Run 1, metal 2:
Scale bar: 50 um.
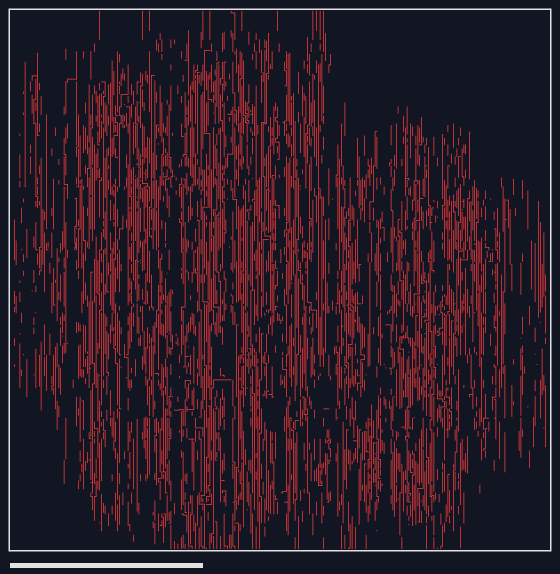
Run 1, the clock network:
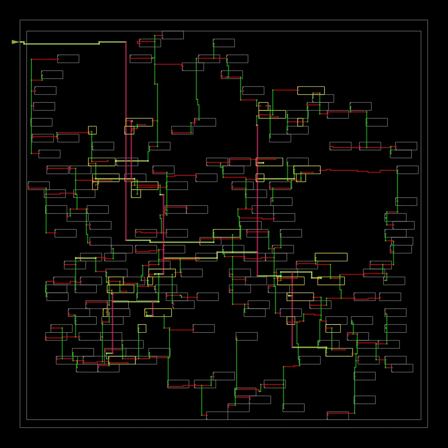
Run 1, metal 3:
Scale bar: 50 um.
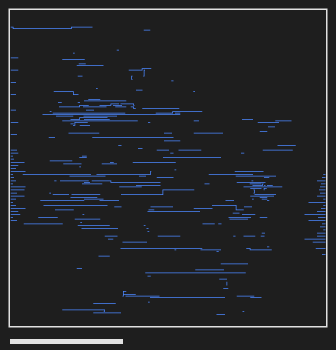
`src/rtl/fp_div_seq.sv`:
```
// Sequential floating-point divider: flushes denormals, restoring division one
// quotient bit per cycle, round-to-nearest-even, IEEE-style special handling.
module fp_div_seq #(
  parameter int EXP_W = 8,
  parameter int MAN_W = 23,
  localparam int W = 1 + EXP_W + MAN_W
) (
  input  logic         clk,
  input  logic         rst,
  input  logic         in_valid,
  output logic         in_ready,
  input  logic [W-1:0] a,
  input  logic [W-1:0] b,
  output logic         out_valid,
  input  logic         out_ready,
  output logic [W-1:0] out,
  output logic [3:0]   flags
);

  localparam int QW = MAN_W + 3;
  localparam int EW = EXP_W + 2;
  localparam int CW = $clog2(QW);
  localparam logic [EW-1:0] BIAS = EW'((1 << (EXP_W - 1)) - 1);
  localparam logic [EW-1:0] EMAX = EW'((1 << EXP_W) - 1);
  localparam logic [W-1:0]  QNAN = {1'b0, {EXP_W{1'b1}}, 1'b1, {(MAN_W - 1){1'b0}}};

  typedef enum logic [2:0] {S_IDLE, S_SPECIAL, S_CALC, S_ROUND, S_DONE} state_t;

  state_t state, state_nxt;

  logic               sgn;
  logic [EXP_W-1:0]   ea, eb;
  logic [MAN_W-1:0]   fa, fb;
  logic [QW-1:0]      rem, q, mbx, rem_sub;
  logic [CW-1:0]      cnt;
  logic               ge, accept, spec_in;
  logic [EXP_W-1:0]   a_exp, b_exp;

  logic               a_zero, a_inf, a_nan, b_zero, b_inf, b_nan;
  logic [QW-1:0]      norm;
  logic [MAN_W:0]     man;
  logic               g_bit, r_bit, s_bit, inc;
  logic [MAN_W+1:0]   sum;
  logic [MAN_W-1:0]   frac_r;
  logic [EW-1:0]      e_pre, e_fin;
  logic [W-1:0]       res_out;
  logic [3:0]         res_flags;

  assign in_ready  = (state == S_IDLE);
  assign out_valid = (state == S_DONE);
  assign accept    = in_valid & in_ready;

  assign a_exp   = a[W-2:MAN_W];
  assign b_exp   = b[W-2:MAN_W];
  assign spec_in = (a_exp == '0) | (&a_exp) | (b_exp == '0) | (&b_exp);

  assign mbx     = {2'b00, 1'b1, fb};
  assign ge      = (rem >= mbx);
  assign rem_sub = ge ? (rem - mbx) : rem;

  assign a_zero = (ea == '0);
  assign b_zero = (eb == '0);
  assign a_inf  = (&ea) && (fa == '0);
  assign b_inf  = (&eb) && (fb == '0);
  assign a_nan  = (&ea) && (fa != '0);
  assign b_nan  = (&eb) && (fb != '0);

  // A quotient below 1.0 leaves the MSB clear; the lost round bit is covered by sticky.
  assign norm   = q[QW-1] ? q : (q << 1);
  assign man    = norm[QW-1:2];
  assign g_bit  = norm[1];
  assign r_bit  = norm[0];
  assign s_bit  = (rem != '0);
  assign inc    = g_bit & (r_bit | s_bit | man[0]);
  assign sum    = {1'b0, man} + {{(MAN_W + 1){1'b0}}, inc};
  assign frac_r = sum[MAN_W+1] ? sum[MAN_W:1] : sum[MAN_W-1:0];
  assign e_pre  = {2'b00, ea} - {2'b00, eb} + BIAS - {{(EW - 1){1'b0}}, ~q[QW-1]};
  assign e_fin  = e_pre + {{(EW - 1){1'b0}}, sum[MAN_W+1]};

  always_comb begin
    res_out   = '0;
    res_flags = '0;
    if (state == S_SPECIAL) begin
      if (a_nan || b_nan || (a_zero && b_zero) || (a_inf && b_inf)) begin
        res_out   = QNAN;
        res_flags = 4'b1000;
      end else if (a_inf) begin
        res_out = {sgn, {EXP_W{1'b1}}, {MAN_W{1'b0}}};
      end else if (b_inf) begin
        res_out = {sgn, {(W - 1){1'b0}}};
      end else if (b_zero) begin
        res_out   = {sgn, {EXP_W{1'b1}}, {MAN_W{1'b0}}};
        res_flags = 4'b0100;
      end else begin
        res_out = {sgn, {(W - 1){1'b0}}};
      end
    end else if ($signed(e_fin) >= $signed(EMAX)) begin
      res_out   = {sgn, {EXP_W{1'b1}}, {MAN_W{1'b0}}};
      res_flags = 4'b0010;
    end else if ($signed(e_fin) <= 0) begin
      res_out   = {sgn, {(W - 1){1'b0}}};
      res_flags = 4'b0001;
    end else begin
      res_out = {sgn, e_fin[EXP_W-1:0], frac_r};
    end
  end

  always_comb begin
    state_nxt = state;
    case (state)
      S_IDLE:    if (accept) state_nxt = spec_in ? S_SPECIAL : S_CALC;
      S_SPECIAL: state_nxt = S_DONE;
      S_CALC:    if (cnt == '0) state_nxt = S_ROUND;
      S_ROUND:   state_nxt = S_DONE;
      S_DONE:    if (out_ready) state_nxt = S_IDLE;
      default:   state_nxt = S_IDLE;
    endcase
  end

  always_ff @(posedge clk) begin
    if (rst) state <= S_IDLE;
    else     state <= state_nxt;
  end

  always_ff @(posedge clk) begin
    if (rst) begin
      sgn   <= 1'b0;
      ea    <= '0;
      eb    <= '0;
      fa    <= '0;
      fb    <= '0;
      rem   <= '0;
      q     <= '0;
      cnt   <= '0;
      out   <= '0;
      flags <= '0;
    end else begin
      if (accept) begin
        sgn <= a[W-1] ^ b[W-1];
        ea  <= a_exp;
        eb  <= b_exp;
        fa  <= a[MAN_W-1:0];
        fb  <= b[MAN_W-1:0];
        rem <= {3'b001, a[MAN_W-1:0]};
        q   <= '0;
        cnt <= CW'(QW - 1);
      end
      if (state == S_CALC) begin
        q   <= {q[QW-2:0], ge};
        rem <= rem_sub << 1;
        if (cnt != '0) cnt <= cnt - 1'b1;
      end
      if (state == S_SPECIAL || state == S_ROUND) begin
        out   <= res_out;
        flags <= res_flags;
      end
    end
  end

endmodule
```
`config.mk`:
```
export PLATFORM = sky130hd
export DESIGN_NAME = fp_div_seq
export DESIGN_NICKNAME = d
export VERILOG_FILES = /design/src/rtl/fp_div_seq.sv
export SDC_FILE = /design/constraint.sdc
export NUM_CORES = 1
export LEC_CHECK = 0
export CAP_MARGIN = 20
export CORE_MARGIN = 2
export CORE_UTILIZATION = 50
export DETAILED_ROUTE_END_ITERATION = 10
export GPL_TIMING_DRIVEN = 0
export PLACE_DENSITY = 0.82
export SYNTH_ARGS = -nofsm -noshare
export SYNTH_HDL_FRONTEND = slang
export SYNTH_SLANG_ARGS = --single-unit
export TNS_END_PERCENT = 50
```
`constraint.sdc`:
```
create_clock -name clk -period 10 [get_ports clk]
set_input_delay 2 -clock clk [delete_from_list [all_inputs] [get_ports clk]]
set_output_delay 2 -clock clk [all_outputs]
set_load 0.01 [all_outputs]
```
==> results.sh, run 1 <==
# source this file to load flow results
export IMPL_vias_per_cell=5.97
export IMPL_async_reset_ff_share_pct=0
export IMPL_io_pins=106
export IMPL_status="finished clean"
export IMPL_first_pass_iters=8
export IMPL_p_per_area_nw_per_um2=196
export IMPL_drt_iter0_drc=712
export IMPL_reg2reg_to="out[14]"
export IMPL_arrival_ns=7.43
export IMPL_cts_max_level=4
export IMPL_die_y_um=140
export IMPL_highest_layer="met4"
export IMPL_synth_area_top_cells="dfxtp_1, nand2_1, a21oi_1, ha_1, a211oi_1"
export IMPL_hp_start="fa[9]"
export IMPL_die_w_um=140
export IMPL_dp_cells=1535
export IMPL_final_cell_mix="nand2_1, dfxtp_1, a21oi_1, clkdlybuf4s50_1, nor2_1"
export IMPL_yosysUniqueCellTypes=70
export IMPL_ys_seq_share_pct=34.5
export IMPL_worst_slew_pin_transition_ns=0.732
export IMPL_clockBufferDepth=2
export IMPL_synth_most_common_cell="nand2_1"
export IMPL_pg_seq_w=0.000720
export IMPL_comb_area_um2=5490
export IMPL_use_met1_pct=36.3
export IMPL_postLayoutCellArea_um2=11100
export IMPL_max_vdd_ir_drop_mv=0.133
export IMPL_slew_violations=0
export IMPL_placed_area_um2=10600
export IMPL_clkPwrFrac_pct=29.0
export IMPL_io_buffers=105
export IMPL_end_kind="register"
export IMPL_yosys_area_um2=9220
export IMPL_simple_gate_area_share_pct=23.0
export IMPL_overflow=0
export IMPL_core_um2=18000
export IMPL_worstRegToRegCells=25
export IMPL_seqPwrFrac_pct=32.9
export IMPL_synth_area_mux_share_pct=1.87
export IMPL_n_fill_cell=1643
export IMPL_drc=0
export IMPL_die_area_um2=19500
-- 'metal 2' (at the start) --
longest straight run: 42.3 um
wire length on this layer: 12900 um

-- 'the clock network' (at the start) --
P_clk: 0.000635 W
cts bufs inserted: 17
Clock buffer cells: 20
clk sinks: 159
clock skew: 0.00828 ns

-- 'metal 3' (at the start) --
share of all routed wire: 6.0%
main direction: horizontal
nets with wire on the layer: 169
wire length on this layer: 1670 um

==> run 1: flip-flops by register name, indices dropped and copies added (netlist names) <==
signal and count:
ea 8, sgn 1, cnt 5, eb 8, fb 23, rem 26
q 26, out 32, flags 4, fa 23, state 3
==> run 1: area by class of cell <==
type / count / area share [%]
multi-input cells: 903 / 49.3
flip-flops and latches: 159 / 28.6
repair buffers: 106 / 9.51
clock buffers: 20 / 4.10
plain buffers: 79 / 2.91
well taps: 229 / 2.57
inverters: 59 / 1.99
clock inverters: 12 / 0.989
==> run 1: cell families after synthesis <==
kind of cell / after synthesis
buf+inv: 138
mux: 17
fa+ha+maj: 44
xor+xnor: 34
flops: 159
compound gates: 350
simple gates: 458
Run 1, metal 1:
Cells faint in the background.
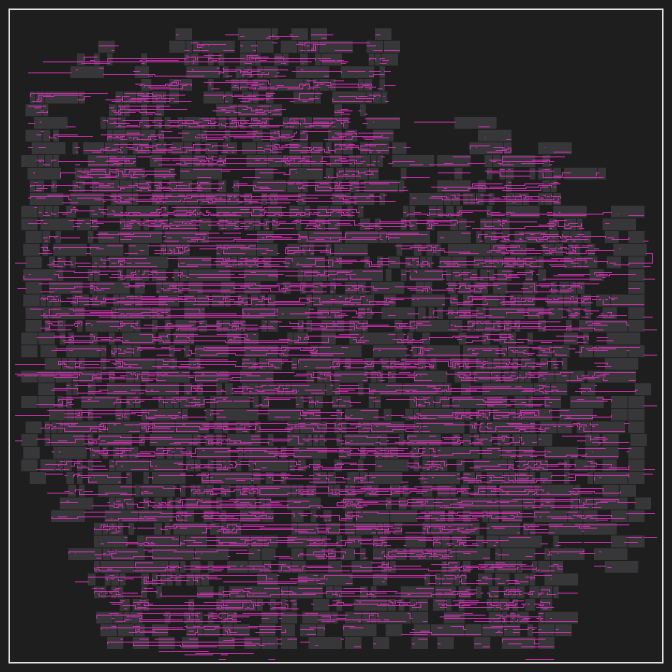

==> inputs of run 2 (changes only) <==
--- a/config.mk
+++ b/config.mk
@@ -10,7 +10,7 @@
 export CORE_UTILIZATION = 50
 export DETAILED_ROUTE_END_ITERATION = 10
 export GPL_TIMING_DRIVEN = 0
-export PLACE_DENSITY = 0.82
+export PLACE_DENSITY = 0.85
 export SYNTH_ARGS = -nofsm -noshare
 export SYNTH_HDL_FRONTEND = slang
 export SYNTH_SLANG_ARGS = --single-unit
==> constraint.sdc (replaced) <==
create_clock -name clk -period 5.72 [get_ports clk]
set_input_delay 1.144 -clock clk [delete_from_list [all_inputs] [get_ports clk]]
set_output_delay 1.144 -clock clk [all_outputs]
set_load 0.01 [all_outputs]
Run 2, metal 1:
Cells faint in the background.
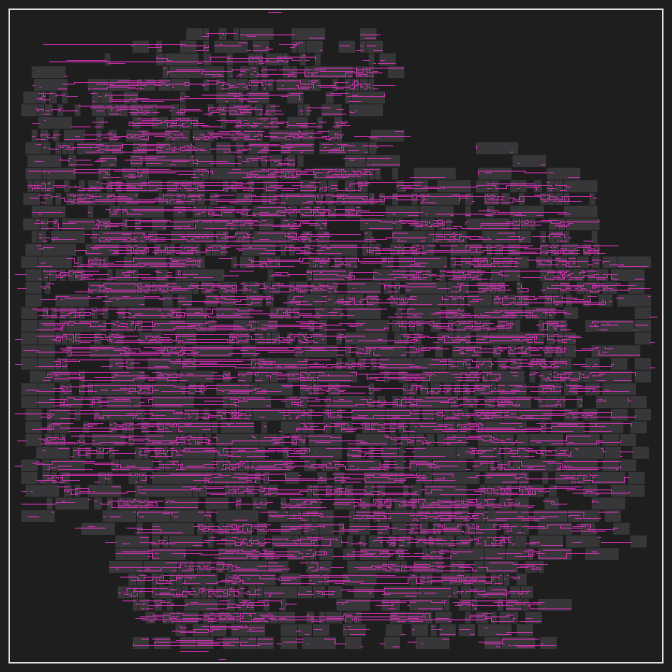
longest straight run: 49.2 um
nets with wire on the layer: 1344
wire length on this layer: 11900 um
main direction: horizontal
share of all routed wire: 43%

Run 2, the clock network:
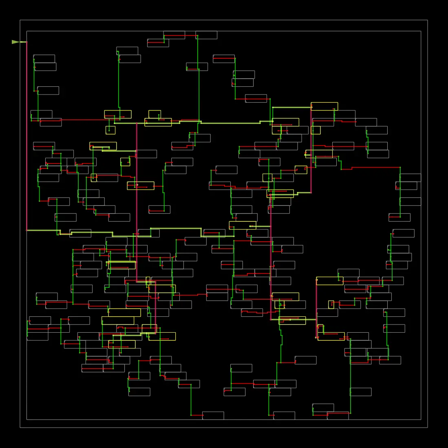
clock skew: 0.0116 ns
FF+latch count: 159
Clock buffer cells: 19
Latency at later pin: 0.44 ns

==> run 2 against run 1 <==
Compared with the run above:
- clock power increased by 83%
- sequential power grew 75%
- design area grew 0.60%
- non-clock buffer count rose by 1
- utilization up 0.37 points
- via count is 1.3% higher
- final cell count barely moved
- synthesized area unchanged
- critical path depth is 1 lower
- largest cell class unchanged
- first-iteration DRC count rose by 49%
- count of clock-buffer cells in the layout decreased by 1
==> results.sh, run 2 <==
# source this file to load flow results
export IMPL_clkPwrFrac_pct=30.0
export IMPL_placed_area_um2=10600
export IMPL_arrival_ns=5.84
export IMPL_numClockSinks=159
export IMPL_switching_share_pct=37.3
export IMPL_max_vdd_ir_drop_mv=0.207
export IMPL_track_usage_pct=27.6
export IMPL_first_pass_iters=7
export IMPL_yosysUniqueCellTypes=70
export IMPL_largest_reg_flops=32
export IMPL_final_setup_worst_slack_ns=0.250
export IMPL_drc=0
export IMPL_cp_slowest_cell="a2111oi_4"
export IMPL_drt_iter0_drc=1060
export IMPL_combPwrFrac_pct=37.5
export IMPL_synth_most_common_cell="nand2_1"
export IMPL_seqPwrFrac_pct=32.5
export IMPL_comb_area_um2=5510
export IMPL_worst_slew_pin_transition_ns=0.910
export IMPL_reg2reg_to="out[6]"
export IMPL_vias_per_cell=6.04
export IMPL_dp_cells=1534
export IMPL_async_reset_ff_share_pct=0
export IMPL_n_fill_cell=1614
export IMPL_io_buffers=105
export IMPL_slew_violations=0
export IMPL_hp_start="out[31]"
export IMPL_die_area_um2=19500
export IMPL_worstRegToRegCells=24
export IMPL_yosys_area_um2=9220
export IMPL_numCtsBuffers=17
export IMPL_pg_seq_w=0.00126
export IMPL_simple_gate_area_share_pct=23.0
export IMPL_p_per_area_nw_per_um2=347
export IMPL_top_regs="out (32), q (26), rem (26)"
export IMPL_clockBufferDepth=2
export IMPL_end_kind="register"
export IMPL_critical_path_required_ns=6.09
export IMPL_status="finished clean"
export IMPL_final_cell_mix="nand2_1, dfxtp_1, a21oi_1, clkdlybuf4s50_1, nor2_1"
export IMPL_grt_antenna_before_repair=0
export IMPL_ys_seq_share_pct=34.5
export IMPL_overflow=0
export IMPL_die_w_um=140
export IMPL_top_register="out"
export IMPL_core_um2=18000
export IMPL_cts_max_level=4
export IMPL_synth_area_top_cells="dfxtp_1, nand2_1, a21oi_1, ha_1, a211oi_1"
export IMPL_postLayoutCellArea_um2=11200
export IMPL_synth_area_mux_share_pct=1.87
[run 2: cell count changes in the layout (fill, tap and decap cells not counted), sizes merged]
cell	previous run	this run
buf	19	22
clkbuf	81	78
bufinv	1	2
inv	61	66
clkinvlp	4	0
clkinv	5	4
[run 2: per-layer routing]
metal / global-route usage, % / vias up / share of wire [%]
met5: 0 / - / 0
met2: 44.1 / 403 / 46
met3: 4.89 / 88 / 6.6
met4: 13.9 / 0 / 4.4
li1: - / 4552 / -
met1: 35.9 / 4429 / 43
[run 2: area by class of cell]
cell class	count	area share, %
Clock inverter	13	1.34
Clock buffer	19	3.95
Tap cell	229	2.56
Timing Repair Buffer	108	9.59
Inverter	59	1.98
Sequential cell	159	28.4
Multi-Input combinational cell	903	49.2
Buffer	78	2.98
Run 2, metal 3:
Scale bar: 50 um.
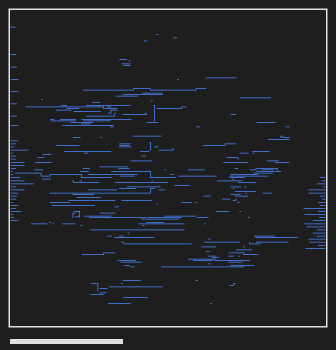

==> inputs of run 3 (changes only) <==
--- a/config.mk
+++ b/config.mk
@@ -5,12 +5,13 @@
 export SDC_FILE = /design/constraint.sdc
 export NUM_CORES = 1
 export LEC_CHECK = 0
+export ABC_AREA = 1
 export CAP_MARGIN = 20
 export CORE_MARGIN = 2
 export CORE_UTILIZATION = 50
 export DETAILED_ROUTE_END_ITERATION = 10
 export GPL_TIMING_DRIVEN = 0
-export PLACE_DENSITY = 0.85
+export PLACE_DENSITY = 0.84
 export SYNTH_ARGS = -nofsm -noshare
 export SYNTH_HDL_FRONTEND = slang
 export SYNTH_SLANG_ARGS = --single-unit
Run 3, metal 3:
Scale bar: 50 um.
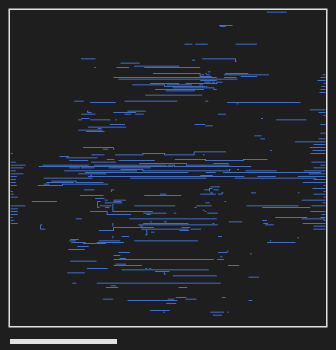
share of all routed wire: 8.5%
nets with wire on the layer: 229

==> run 3 against run 2 <==
Compared with the run above:
- via count increased by 19%
- synthesized cell count is 36% higher
- sequential power rose by 19%
- critical endpoint unchanged
- largest power group unchanged
- highest routed layer is now met5
==> results.sh, run 3 <==
# source this file to load flow results
export IMPL_grt_antenna_before_repair=0
export IMPL_drc=0
export IMPL_track_usage_pct=29.4
export IMPL_n_tap_cell=270
export IMPL_numCtsBuffers=17
export IMPL_final_cell_mix="nand2_1, a21oi_1, inv_1, dfxtp_1, nor2_1"
export IMPL_largestClassByArea="combinational gates"
export IMPL_seqPwrFrac_pct=21.4
export IMPL_seq_area_share_pct=25.9
export IMPL_cts_max_level=4
export IMPL_logic_gate_count=1241
export IMPL_clockBufferDepth=2
export IMPL_seq_cell_count=159
export IMPL_skew_ns=0.00796
export IMPL_reg2reg_to="out[6]"
export IMPL_p_clk_w=0.00119
export IMPL_die_y_um=148
export IMPL_p_per_area_nw_per_um2=571
export IMPL_yosysUniqueCellTypes=39
export IMPL_worst_slew_pin_transition_ns=0.822
export IMPL_largest_reg_flops=32
export IMPL_comb_cell_share_pct=50.1
export IMPL_clkPwrFrac_pct=16.9
export IMPL_drt_iter0_drc=991
export IMPL_numClockSinks=159
export IMPL_status="finished clean"
export IMPL_switching_share_pct=51.1
export IMPL_max_vdd_ir_drop_mv=0.316
export IMPL_end_kind="register"
export IMPL_simple_gate_area_share_pct=36.1
export IMPL_pg_seq_w=0.00150
export IMPL_placed_area_um2=11700
export IMPL_core_um2=20200
export IMPL_arrival_ns=5.15
export IMPL_yosys_area_um2=10300
export IMPL_overflow=0
export IMPL_io_pins=106
export IMPL_postLayoutCellArea_um2=12300
export IMPL_die_w_um=148
export IMPL_slew_violations=0
export IMPL_ys_seq_share_pct=30.9
export IMPL_n_fill_cell=1936
export IMPL_final_setup_worst_slack_ns=0.923
export IMPL_cp_slowest_cell="fa_1"
export IMPL_combPwrFrac_pct=61.7
export IMPL_hp_start="fa[5]"
export IMPL_worstRegToRegCells=31
export IMPL_io_buffers=104
export IMPL_final_signal_inverter_count=172
Run 3, met4 routing:
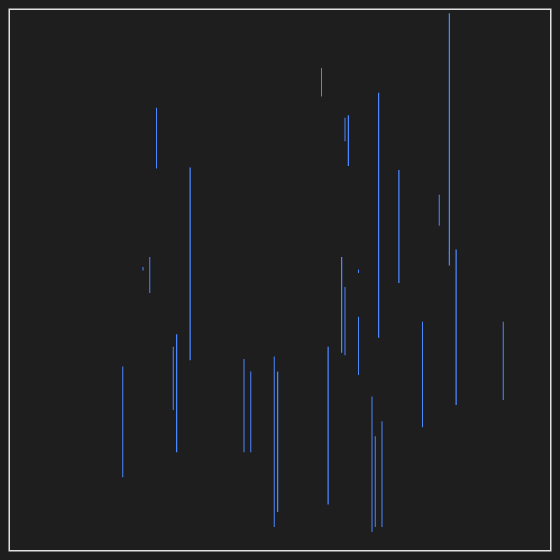
share of all routed wire: 2.5%
main direction: vertical

run 3: logic make-up (layout without fill, tap and decap cells):
logic type,Yosys count,count (layout)
AND-OR/OR-AND,301,301
XOR/XNOR,33,33
adder cells (fa/ha/maj),44,44
buffers and inverters,237,373
flip-flops,159,159
AND/OR/NAND/NOR,863,863
run 3: worst max path at each step:
stage | startpoint | end | cells after the start
final | q[25] | out[6] | 31
after global routing | q[25] | out[26] | 29
after CTS | q[25] | out[26] | 29
after detailed placement | q[25] | out[26] | 29
after global placement | q[25] | out[28] | 29
after floorplan | q[25] | out[26] | 29
run 3: metal layers:
layer	up-vias	part of all wire, %	track usage, %	wire (um)
li1	5613	-	-	-
met2	466	44	46.9	14000
met3	62	8.5	6.08	2690
met4	2	2.4	9.62	775
met5	-	0.18	2.27	58
met1	5131	45	39.8	14100
Power figures rest on the tool's default switching activity, not on a simulated workload.
